--- src/rtl/ov5642_pkg.sv ---
// ----------------------------------------------------------------------------
// ov5642_pkg
// Shared definitions for the OV5642 pixel aligner and its output register.
//   align_state_e  : SYNC (waiting for the first end-of-line) / ACTIVE.
//   BPP_MAX        : largest supported bytes-per-pixel.
//   IDX_W          : width of the byte-slot index (covers 0..BPP_MAX-1).
//   bytes_to_bits  : pixel width in bits for a given byte count.
// ----------------------------------------------------------------------------
package ov5642_pkg;

  typedef enum logic {
    SYNC   = 1'b0,
    ACTIVE = 1'b1
  } align_state_e;

  localparam int BPP_MAX = 4;
  localparam int IDX_W   = 2;

  function automatic int bytes_to_bits(input int n);
    return 8 * n;
  endfunction

endpackage

--- src/rtl/ov5642_axis_out_reg.sv ---
// ----------------------------------------------------------------------------
// ov5642_axis_out_reg
// Single-entry AXI-Stream output register with backpressure handling.
// A new beat is accepted when the register is empty or being drained on the
// same edge. While a beat is stalled (tvalid & !tready) a new beat is dropped
// and reported on 'drop'; if the dropped beat carried tlast, the held beat
// inherits tlast so downstream line framing is preserved.
//
// Ports:
//   clk, rst_n          clock, asynchronous active-low reset
//   load_valid          a new beat is offered this cycle
//   load_data[W-1:0]    data of the offered beat
//   load_last           tlast of the offered beat
//   tready              downstream ready
//   tdata/tvalid/tlast  registered AXI-Stream master outputs
//   drop                combinational: the offered beat is discarded this cycle
// ----------------------------------------------------------------------------
module ov5642_axis_out_reg #(
  parameter int W = 16
) (
  input  logic         clk,
  input  logic         rst_n,
  input  logic         load_valid,
  input  logic [W-1:0] load_data,
  input  logic         load_last,
  input  logic         tready,
  output logic [W-1:0] tdata,
  output logic         tvalid,
  output logic         tlast,
  output logic         drop
);

  logic stall;

  assign stall = tvalid && !tready;
  assign drop  = stall && load_valid;

  // NOTE: state registers are written with non-blocking assignments so every
  // always_ff sees the pre-edge value of every other register.
  always_ff @(posedge clk or negedge rst_n) begin
    if (!rst_n) begin
      tdata  <= '0;
      tvalid <= 1'b0;
      tlast  <= 1'b0;
    end else if (stall) begin
      // Held beat stays put; a dropped end-of-line still marks the line end.
      if (load_valid && load_last) begin
        tlast <= 1'b1;
      end
    end else if (load_valid) begin
      tdata  <= load_data;
      tvalid <= 1'b1;
      tlast  <= load_last;
    end else if (tvalid) begin
      // Handshake completed with nothing new behind it: empty the register.
      tdata  <= '0;
      tvalid <= 1'b0;
      tlast  <= 1'b0;
    end
  end

endmodule

--- src/rtl/ov5642_pixel_aligner.sv ---
// ----------------------------------------------------------------------------
// ov5642_pixel_aligner
// Packs an 8-bit camera byte stream into BYTES_PER_PIXEL-byte pixels and
// presents them on an AXI-Stream master with backpressure. The block stays
// in SYNC until the first end-of-line beat, then assembles pixels in ACTIVE.
// A line that ends mid-pixel is flushed with the unfilled bytes zeroed.
//
// Parameters:
//   BYTES_PER_PIXEL  1..4 bytes per output beat
//   MSB_FIRST        1: first byte in the top byte of tdata_out; 0: bottom
//   CNT_W            width of the per-line pixel counter (saturating)
//   STAT_W           width of the statistics counters (saturating)
//
// Ports:
//   pclk, rst_n                  clock, asynchronous active-low reset
//   enable                       low: back to SYNC, partial pixel discarded
//   tdata_in/tvalid_in/tlast_in  camera byte stream (cannot be stalled)
//   tdata_out/tvalid_out/tlast_out, tready_out   AXI-Stream pixel output
//   synced                       high while ACTIVE
//   line_pixels                  pixels in the last completed line
//   misalign_cnt                 lines that ended on a partial pixel
//   overflow_cnt                 pixels dropped due to backpressure
// ----------------------------------------------------------------------------
module ov5642_pixel_aligner
  import ov5642_pkg::*;
#(
  parameter int BYTES_PER_PIXEL = 2,
  parameter bit MSB_FIRST       = 1'b1,
  parameter int CNT_W           = 12,
  parameter int STAT_W          = 16
) (
  input  logic                                       pclk,
  input  logic                                       rst_n,
  input  logic                                       enable,
  input  logic [7:0]                                 tdata_in,
  input  logic                                       tvalid_in,
  input  logic                                       tlast_in,
  output logic [bytes_to_bits(BYTES_PER_PIXEL)-1:0]  tdata_out,
  output logic                                       tvalid_out,
  output logic                                       tlast_out,
  input  logic                                       tready_out,
  output logic                                       synced,
  output logic [CNT_W-1:0]                           line_pixels,
  output logic [STAT_W-1:0]                          misalign_cnt,
  output logic [STAT_W-1:0]                          overflow_cnt
);

  localparam int               PIX_W    = bytes_to_bits(BYTES_PER_PIXEL);
  localparam logic [IDX_W-1:0] LAST_IDX = IDX_W'(BYTES_PER_PIXEL - 1);

  align_state_e     state_q;
  logic [IDX_W-1:0] idx_q;
  logic [7:0]       asm_q [BPP_MAX];
  logic [CNT_W-1:0] line_cnt_q;

  logic             in_beat;
  logic             at_last_slot;
  logic             pix_done;
  logic [7:0]       slot_byte [BPP_MAX];
  logic [PIX_W-1:0] pix_data;
  logic [CNT_W-1:0] line_cnt_inc;
  logic             ovf_drop;

  assign synced       = (state_q == ACTIVE);
  assign in_beat      = enable && tvalid_in && (state_q == ACTIVE);
  assign at_last_slot = (idx_q == LAST_IDX);
  // A pixel leaves either when its last slot fills or when the line ends.
  assign pix_done     = in_beat && (at_last_slot || tlast_in);
  assign line_cnt_inc = (line_cnt_q == '1) ? line_cnt_q : line_cnt_q + CNT_W'(1);

  // Slot view of the pixel being completed: earlier slots come from the
  // assembly register, the current slot from the input byte, later slots
  // (only present on a line-end flush) read as zero.
  // NOTE: every output of an always_comb gets a value on every path so no
  // latch is inferred.
  always_comb begin
    for (int k = 0; k < BPP_MAX; k++) begin
      if (k >= BYTES_PER_PIXEL) begin
        slot_byte[k] = 8'h00;
      end else if (IDX_W'(k) == idx_q) begin
        slot_byte[k] = tdata_in;
      end else if (IDX_W'(k) < idx_q) begin
        slot_byte[k] = asm_q[k];
      end else begin
        slot_byte[k] = 8'h00;
      end
    end
  end

  always_comb begin
    pix_data = '0;
    for (int k = 0; k < BYTES_PER_PIXEL; k++) begin
      if (MSB_FIRST) begin
        pix_data[8*(BYTES_PER_PIXEL-1-k) +: 8] = slot_byte[k];
      end else begin
        pix_data[8*k +: 8] = slot_byte[k];
      end
    end
  end

  // Sync FSM and byte assembly.
  // NOTE: the assembly register is only BPP_MAX bytes, so it is reset along
  // with the rest of the state rather than left undefined like a RAM.
  always_ff @(posedge pclk or negedge rst_n) begin
    if (!rst_n) begin
      state_q <= SYNC;
      idx_q   <= '0;
      for (int k = 0; k < BPP_MAX; k++) begin
        asm_q[k] <= 8'h00;
      end
    end else if (!enable) begin
      state_q <= SYNC;
      idx_q   <= '0;
      for (int k = 0; k < BPP_MAX; k++) begin
        asm_q[k] <= 8'h00;
      end
    end else if (state_q == SYNC) begin
      // The end-of-line beat that synchronises us is itself discarded.
      if (tvalid_in && tlast_in) begin
        state_q <= ACTIVE;
      end
    end else if (tvalid_in) begin
      if (pix_done) begin
        idx_q <= '0;
      end else begin
        asm_q[idx_q] <= tdata_in;
        idx_q        <= idx_q + IDX_W'(1);
      end
    end
  end

  // Line statistics. The line counter holds pixels completed so far in the
  // current line, so the tlast pixel itself is the "+1".
  always_ff @(posedge pclk or negedge rst_n) begin
    if (!rst_n) begin
      line_cnt_q   <= '0;
      line_pixels  <= '0;
      misalign_cnt <= '0;
    end else if (!enable) begin
      line_cnt_q <= '0;
    end else if (pix_done) begin
      if (tlast_in) begin
        line_pixels <= line_cnt_inc;
        line_cnt_q  <= '0;
        if (!at_last_slot && misalign_cnt != '1) begin
          misalign_cnt <= misalign_cnt + STAT_W'(1);
        end
      end else begin
        line_cnt_q <= line_cnt_inc;
      end
    end
  end

  always_ff @(posedge pclk or negedge rst_n) begin
    if (!rst_n) begin
      overflow_cnt <= '0;
    end else if (ovf_drop && overflow_cnt != '1) begin
      overflow_cnt <= overflow_cnt + STAT_W'(1);
    end
  end

  ov5642_axis_out_reg #(
    .W (PIX_W)
  ) u_out_reg (
    .clk        (pclk),
    .rst_n      (rst_n),
    .load_valid (pix_done),
    .load_data  (pix_data),
    .load_last  (tlast_in),
    .tready     (tready_out),
    .tdata      (tdata_out),
    .tvalid     (tvalid_out),
    .tlast      (tlast_out),
    .drop       (ovf_drop)
  );

endmodule

--- config.mk ---
export PLATFORM = sky130hd
export DESIGN_NAME = ov5642_pixel_aligner
export DESIGN_NICKNAME = d
export VERILOG_FILES = /design/src/rtl/ov5642_pkg.sv /design/src/rtl/ov5642_axis_out_reg.sv /design/src/rtl/ov5642_pixel_aligner.sv
export SDC_FILE = /design/constraint.sdc
export NUM_CORES = 1
export LEC_CHECK = 0
export ABC_AREA = 1
export CORE_AREA = 2 2 119 92
export CTS_CLUSTER_DIAMETER = 80
export DETAILED_ROUTE_END_ITERATION = 10
export DIE_AREA = 0 0 121 94
export PLACE_DENSITY = 0.81
export RECOVER_POWER = 100
export SYNTH_ARGS = -nofsm -noshare
export SYNTH_HDL_FRONTEND = slang
export SYNTH_HIERARCHICAL = 1
export SYNTH_SLANG_ARGS = --single-unit
--- constraint.sdc ---
create_clock -name pclk -period 2.97 [get_ports pclk]
set_input_delay 0.594 -clock pclk [delete_from_list [all_inputs] [get_ports pclk]]
set_output_delay 0.594 -clock pclk [all_outputs]
set_load 0.01 [all_outputs]
**Run 1: clock wiring as the flow saved it**

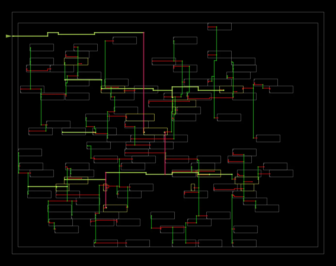
clk sinks: 93
Late-Pin Clk Latency: 0.34 ns
clkbuf count: 14
clock distribution power: 1.16 mW

**Run 1: gate families picked out**

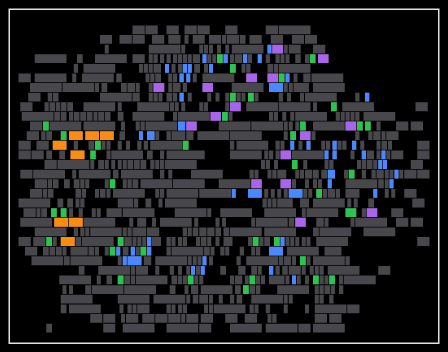
- blue: NOR gates (cells 49; most used nor2_1)
- purple: XOR/XNOR gates (cells 16)
- green: inverting AOI/OAI gates (cells 37; most used o21ai_0)
- orange: multiplexers (cells 8; most used mux2_2; where left middle)
Commonest Layout Cell: nand2_1
Comb/total area: 37.50%
Non-Filler Instances: 868

==> flow_metrics.tcl, run 1 <==
# implementation run metrics
set metrics [dict create \
    outcome "finished clean" \
    synthArstFlopShare_pct 100.0 \
    ys_cells 652 \
    slowest_delay_ns 0.73 \
    cts_tree "yes" \
    final_nets 747 \
    bufAreaShareNonClock_pct 13.15 \
    power_frac_seq_pct 47.7 \
    crit_required_ns 3.23 \
    cp-end-kind "register" \
    worst-setup-path-type "register to register" \
    syn_area_mm2 0.005032 \
    flop_cell "dfrtp_1" \
    largest_class "sequential cells" \
    xor_share_pct 2.785 \
    fp.dieW_um 121 \
    tns_ns 0 \
    clkPwrFrac_pct 37.7 \
    dpl.cell_count 853 \
    via_per_inst 5.219 \
    clock_area_share_pct 4.828 \
    flops 93 \
    inverters 57 \
    wl_met2_um 5569 \
    pwr-share-comb_pct 14.6 \
    grt_remaining_overflow 0 \
    synthTopCellsByArea "dfrtp_1 (46%), nand2_1 (19%), nand3_1 (8.0%)" \
    drt_iter0_markers 349 \
    leakage_nw 3.118 \
    place_hpwl_um 8702 \
    cp.depth 8 \
    area_growth_pct 21.01 \
    min_path_cells 2 \
    cts_buffers 9 \
    mostFrequentLayoutCells "nand2_1 (258), dfrtp_1 (93), nand3_1 (80), dlygate4sd3_1 (64), inv_1 (54)" \
    cts_buffer_depth 2 \
    worst-path-buf-inv 3 \
    grt_use_met1_pct 30.60 \
    fin_crit_ns 2.528 \
    fin_total_pwr_mw 3.074 \
    critPathMaxFanout 13 \
    portBuffers 76 \
    crit_chain "inv_1 > ha_1 > clkinv_1 > nand2_1 > nor2_1 > buf_4 > nand2_1 > o21ai_0" \
    dpl_cell_area_mm2 0.005879 \
    met1_length_um 5529 \
    top_layer_used "met4" \
    finalWirelength_um 12020 \
    synth.area.mux_share_pct 1.790 \
    tightestPinTransition_ns 1.336 \
    post-place-ws_ns 0.3100 \
    switching_share_pct 26.34 \
    ir_worst_vdd_v 0.0002846 \
    met2_usage_pct 35.86 \
    final_area_mm2 0.006090 \
    maxPowerGroup "sequential cells" \
    synthCells 652 \
    reg2reg_depth 8 \
    synth-edff-count 0 \
    grt-busiest-layer "met2" \
    syn_nets 671 \
    combGateArea_mm2 0.002283 \
    signal_buffers 85 \
    grt_antenna_before_repair 0 \
    hold_class "register to register" \
    ys_sh_simple_pct 36.30 \
    num_antenna_cells 0 \
    synth.largest_area_cell "dfrtp_1" \
    ys_area_mm2 0.005032 \
    critPathSlowestCell "nor2_1" \
    grt.total_usage_pct 22.47 \
]
**Run 1: sequential cells grouped by signal name**

Other sequential cells in the stronger gray, the rest of the logic in the fainter gray.
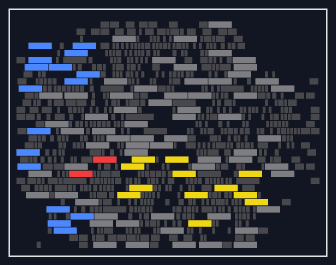
- yellow: `line_cnt_q` (sequential cells 12)
- blue: `u_out_reg/tdata` (sequential cells 16)
- red: `idx_q` (sequential cells 2)
- not colored: 63
P_seq: 1.47 mW
total area of sequential cells: 0.002327 mm²
flop share of the area: 38.22%
Final Core Density: 60.12%

==> run 1: final timing paths <==
kind                                       start                               to
setup reg to reg            idx_q[1]$_DFFE_PN0P_      misalign_cnt[6]$_DFFE_PN0P_
hold reg to reg            asm_q[23]$_DFFE_PN0P_            asm_q[23]$_DFFE_PN0P_
setup / recovery            idx_q[1]$_DFFE_PN0P_      misalign_cnt[6]$_DFFE_PN0P_
min in group asynchronous                  rst_n  u_out_reg/tdata[10]$_DFFE_PN0P_
max in group asynchronous                  rst_n      misalign_cnt[8]$_DFFE_PN0P_
hold / removal             asm_q[23]$_DFFE_PN0P_            asm_q[23]$_DFFE_PN0P_
==> run 1: tightest hold or removal path, stage by stage, from the launching register on <==
cell and delay, ns:
dfrtp_1 0.35, nand2_1 0.05, inv_1 0.04
## Run 2: what changed since run 1
--- a/config.mk
+++ b/config.mk
@@ -10,6 +10,7 @@
 export CTS_CLUSTER_DIAMETER = 80
 export DETAILED_ROUTE_END_ITERATION = 10
 export DIE_AREA = 0 0 121 94
+export HOLD_SLACK_MARGIN = 0.06
 export PLACE_DENSITY = 0.81
 export RECOVER_POWER = 100
 export SYNTH_ARGS = -nofsm -noshare
**Run 2: clock wiring as the flow saved it**

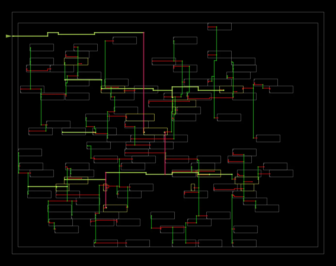
flop count: 93
Num CTS Buffers: 9

**Run 2: close-up of the layout**

Window x 5 to 55, y 44 to 94 µm. Cells in gray, sequential cells in the stronger gray; small squares are vias.
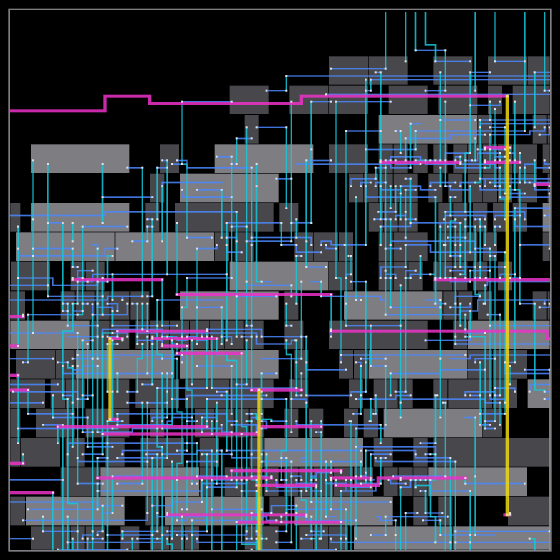
- magenta: met3
- blue: met1
- yellow: met4
- cyan: met2
- cells with their middle in the window: 187
- netlist names of flops here include: `u_out_reg/tdata` (10), `asm_q` (9), `overflow_cnt` (4)
- most frequent: nand2_1 (60), nand3_1 (34), dfrtp_1 (24)
- sequential cells in the window: 24

==> flow_metrics.tcl, run 2 <==
# implementation run metrics
set metrics [dict create \
    dpl_cell_area_mm2 0.005879 \
    synthArstFlopShare_pct 100.0 \
    ys_cells 652 \
    internal_power_mw 2.264 \
    via_per_inst 5.219 \
    inverters 57 \
    maxPowerGroup "sequential cells" \
    critPathSlowestCell "nor2_1" \
    synthTopCellsByArea "dfrtp_1 (46%), nand2_1 (19%), nand3_1 (8.0%)" \
    portBuffers 76 \
    fp.dieW_um 121 \
    r2r-end "misalign_cnt[6]$_DFFE_PN0P_" \
    pg_seq_mw 1.47 \
    hp-start "asm_q[23]$_DFFE_PN0P_" \
    min_to "asm_q[23]$_DFFE_PN0P_" \
    timing.rr.start "idx_q[1]$_DFFE_PN0P_" \
    fin_util_pct 60.12 \
    reg2reg_depth 8 \
    synth-edff-count 0 \
    startpoint "idx_q[1]$_DFFE_PN0P_" \
    num_antenna_cells 0 \
    die_area_mm2 0.01137 \
    fin_crit_ns 2.528 \
    syn_area_mm2 0.005032 \
    synthCells 652 \
    slowest_delay_ns 0.73 \
    clkbuf_count 14 \
    crit_required_ns 3.23 \
    power_frac_seq_pct 47.7 \
    lay_top_count "nand2_1" \
    syn_nets 671 \
    drt_iter0_markers 349 \
    crit_path_end "misalign_cnt[6]$_DFFE_PN0P_" \
    leakage_nw 3.118 \
    clkPwrFrac_pct 37.7 \
    seq_share_pct 38.22 \
    post-place-ws_ns 0.3100 \
    timing.final.crit_share_pct 85.11 \
    outcome "finished clean" \
    ctsResizeCount 0 \
    fin_total_pwr_mw 3.074 \
    worst-path-buf-inv 3 \
    pwr-share-comb_pct 14.6 \
    combGateArea_mm2 0.002283 \
    report.final.hold_viol_count 0 \
    worst-setup-path-type "register to register" \
    largest_class "sequential cells" \
    synth.largest_area_cell "dfrtp_1" \
    grt_pass1_wl_um 20320 \
    min_path_cells 2 \
    hold_class "register to register" \
    signal_buffers 85 \
    grt_remaining_overflow 0 \
    cp_top_family "simple AND/OR/NAND/NOR gates" \
    area_growth_pct 21.01 \
    crit_chain "inv_1 > ha_1 > clkinv_1 > nand2_1 > nor2_1 > buf_4 > nand2_1 > o21ai_0" \
    final_nets 747 \
    cp.depth 8 \
    netSwitchingPower_mw 0.8097 \
    grt_antenna_before_repair 0 \
    cp-end-kind "register" \
    tns_ns 0 \
    powerClk_mw 1.16 \
    ys_area_mm2 0.005032 \
    place_hpwl_um 8702 \
    tightestPinTransition_ns 1.336 \
    clock_latency_ns 0.34 \
    clock_sinks 93 \
    finalNonFillerCells 868 \
    yosys_warnings 6 \
    ir_worst_vdd_v 0.0002846 \
    cts_tree "yes" \
    cts_buffer_depth 2 \
    mostFrequentLayoutCells "nand2_1 (258), dfrtp_1 (93), nand3_1 (80), dlygate4sd3_1 (64), inv_1 (54)" \
    final_area_mm2 0.006090 \
    clock_area_share_pct 4.828 \
    synth_flop_count 93 \
    finalWirelength_um 12020 \
    flop_cell "dfrtp_1" \
    seq_area_mm2 0.002327 \
    critPathMaxFanout 13 \
    sh_comb_area_pct 37.50 \
    dpl.cell_count 853 \
    clkTransAtPathRegs_ns 0.07 \
    bufAreaShareNonClock_pct 13.15 \
    switching_share_pct 26.34 \
    grt.total_usage_pct 22.47 \
    fin_worst_skew_ns 0.007307 \
]
==> run 2: routing by layer <==
metal	share of wire (%)	global-route usage, %	vias up
li1	-	-	2228
met1	46	30.60	2126
met2	46	35.86	158
met3	6.2	5.218	18
met4	1.4	6.783	0
met5	0	0	-
==> run 2: cells by family (layout without fill, tap and decap cells) <==
kind of cell | Yosys count | after routing | share of synthesized area [%]
simple gates | 416 | 416 | 36.30
flops | 93 | 93 | 46.25
buf+inv | 77 | 157 | 7.210
compound gates | 37 | 37 | 4.426
xor+xnor | 16 | 16 | 2.785
mux | 8 | 8 | 1.790
fa+ha+maj | 5 | 5 | 1.243
## Run 3: what changed since run 2
--- a/config.mk
+++ b/config.mk
@@ -7,7 +7,6 @@
 export LEC_CHECK = 0
 export ABC_AREA = 1
 export CORE_AREA = 2 2 119 92
-export CTS_CLUSTER_DIAMETER = 80
 export DETAILED_ROUTE_END_ITERATION = 10
 export DIE_AREA = 0 0 121 94
 export HOLD_SLACK_MARGIN = 0.06
**Run 3: power grid**

Pins as bars on the die edge.
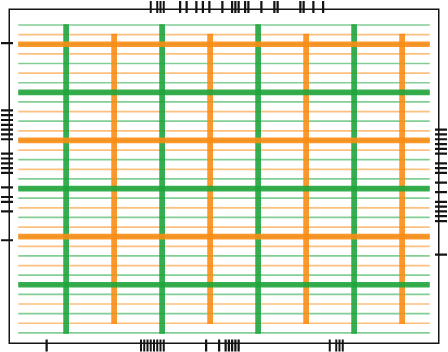
- orange: VDD
- green: VSS
- met4 straps: 8
- signal pins: 77
- rows: 32
- met5 straps: 6
- met1 rails: 33
Core Box Area: 0.01013 mm²
Chip Width: 121 µm
Die Y: 94 µm
Peak VDD IR: 0.0002846 V

**Run 3: gate families picked out**

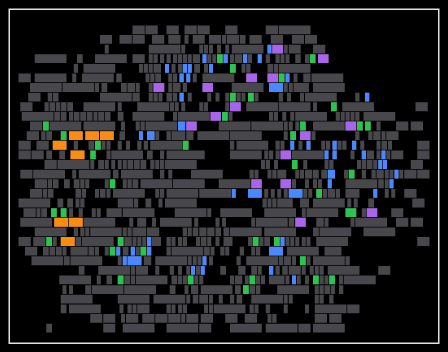
- purple: XOR/XNOR gates (cells 16)
- green: inverting AOI/OAI gates (cells 37; most used o21ai_0)
- orange: multiplexers (cells 8; most used mux2_2; where left middle)
- blue: NOR gates (cells 49; most used nor2_1)

==> flow_metrics.tcl, run 3 <==
# implementation run metrics
set metrics [dict create \
    relSlewSlack_pct 10.96 \
    synthCells 652 \
    cp-start-kind "register" \
    ys_top_logic_family "simple AND/OR/NAND/NOR gates" \
    clkTransAtPathRegs_ns 0.07 \
    grt_use_met3_pct 5.218 \
    cts_setup_buffers 0 \
    finalMaxSlewViolations 0 \
    crit_chain "inv_1 > ha_1 > clkinv_1 > nand2_1 > nor2_1 > buf_4 > nand2_1 > o21ai_0" \
    grt-busiest-layer "met2" \
    top_area_share_pct 46.25 \
    via_per_inst 5.219 \
    ys_sh_simple_pct 36.30 \
    initCoreUtil_pct 49.68 \
    die_area_mm2 0.01137 \
    drc 0 \
    hold_class "register to register" \
    final_area_mm2 0.006090 \
    area_growth_pct 21.01 \
    fin_worst_skew_ns 0.007307 \
    dpl.cell_count 853 \
    grt_use_met1_pct 30.60 \
    synth.avg_cell_area_um2 7.718 \
    ctsResizeCount 0 \
    io_pins 77 \
    fin_crit_ns 2.528 \
    tightestPinTransition_ns 1.336 \
    drtAntennaViolNets 0 \
    critPathSlowestCell "nor2_1" \
    syn_nets 671 \
    grt_pass1_wl_um 20320 \
    leakage_nw 3.118 \
    startpoint "idx_q[1]$_DFFE_PN0P_" \
    synth.largest_area_cell "dfrtp_1" \
    outcome "finished clean" \
    lay_top_count "nand2_1" \
    dr_total_vias 4530 \
    mostFrequentLayoutCells "nand2_1 (258), dfrtp_1 (93), nand3_1 (80), dlygate4sd3_1 (64), inv_1 (54)" \
    syn_area_mm2 0.005032 \
    grt_antenna_before_repair 0 \
    num_antenna_cells 0 \
    critPathMaxFanout 13 \
    min_to "asm_q[23]$_DFFE_PN0P_" \
    synth.area.mux_share_pct 1.790 \
    ys_sh_adder_pct 1.243 \
    cts_tree "yes" \
    cts_buffer_depth 2 \
    grt.total_usage_pct 22.47 \
    timing.rr.start "idx_q[1]$_DFFE_PN0P_" \
    dpl_cell_area_mm2 0.005879 \
    compound_area_share_pct 4.426 \
    synthArstFlopShare_pct 100.0 \
    grt_max_degree 54 \
    fmax_mhz 395.6 \
    timing.final.crit_share_pct 85.11 \
    cts_buffers 9 \
    finalNonFillerCells 868 \
    finalWirelength_um 12020 \
    slowest_delay_ns 0.73 \
    num_rows 32 \
    layout-drive-gt1-share_pct 6.148 \
    ys_area_mm2 0.005032 \
    post-place-ws_ns 0.3100 \
    final_nets 747 \
    yosys_warnings 6 \
    tool_warnings 27 \
    clock_latency_ns 0.34 \
    first_pass_iters 5 \
    gp_congestion 0.9007 \
    worst-setup-path-type "register to register" \
    fin_total_pwr_mw 3.074 \
    reg2reg_depth 8 \
    synth_flop_count 93 \
    ys_seq_share_pct 46.25 \
    tns_ns 0 \
    report.final.hold_viol_count 0 \
    place_hpwl_um 8702 \
    xor_share_pct 2.785 \
    cp-end-kind "register" \
    met2_usage_pct 35.86 \
    pwr_density_cell_mw_per_mm2 504.7 \
    hp-start "asm_q[23]$_DFFE_PN0P_" \
    grt_remaining_overflow 0 \
    r2r-end "misalign_cnt[6]$_DFFE_PN0P_" \
    flop_cell "dfrtp_1" \
    clock_sinks 93 \
    synth-edff-count 0 \
    drt_iter0_markers 349 \
    synthTopCellsByArea "dfrtp_1 (46%), nand2_1 (19%), nand3_1 (8.0%)" \
    cts_root_buf "clkbuf_16" \
    maxCapViolCount 0 \
    portBuffers 76 \
    fin_util_pct 60.12 \
    min_path_cells 2 \
    hold_buffers 0 \
    whs_ns 0.4713 \
    ys_cells 652 \
    layout_setup_ws_ns 0.4423 \
    cpMostUsedCell "nand2_1" \
    crit_path_end "misalign_cnt[6]$_DFFE_PN0P_" \
    crit_required_ns 3.23 \
]
[run 3: layout make-up]
class	count	area, µm²
fill	869	4040
sequential	93	2327
multi-input combinational	482	2283
timing repair buffer	85	800.8
clock buffer	14	264.0
inverter	57	214.0
tap	136	170.2
clock inverter	1	30.03
[run 3: worst max-delay path: cells and delay by family, from the launching register on]
family	cells	cell delay, ns
simple gates	3	0.91
buf+inv	3	0.66
flops	1	0.49
fa+ha+maj	1	0.33
compound gates	1	0.07
[run 3: routing by layer]
metal,vias up,wire length [µm]
li1,2228,-
met1,2126,5529
met2,158,5569
met3,18,746
met4,0,169
met5,-,0
[run 3: where the power goes]
part / internal [mW] / total [mW] / switching (mW)
clock network: 0.695 / 1.16 / 0.463
logic: 0.205 / 0.450 / 0.245
registers: 1.36 / 1.47 / 0.102
Power is estimated from default activity; no workload was simulated.
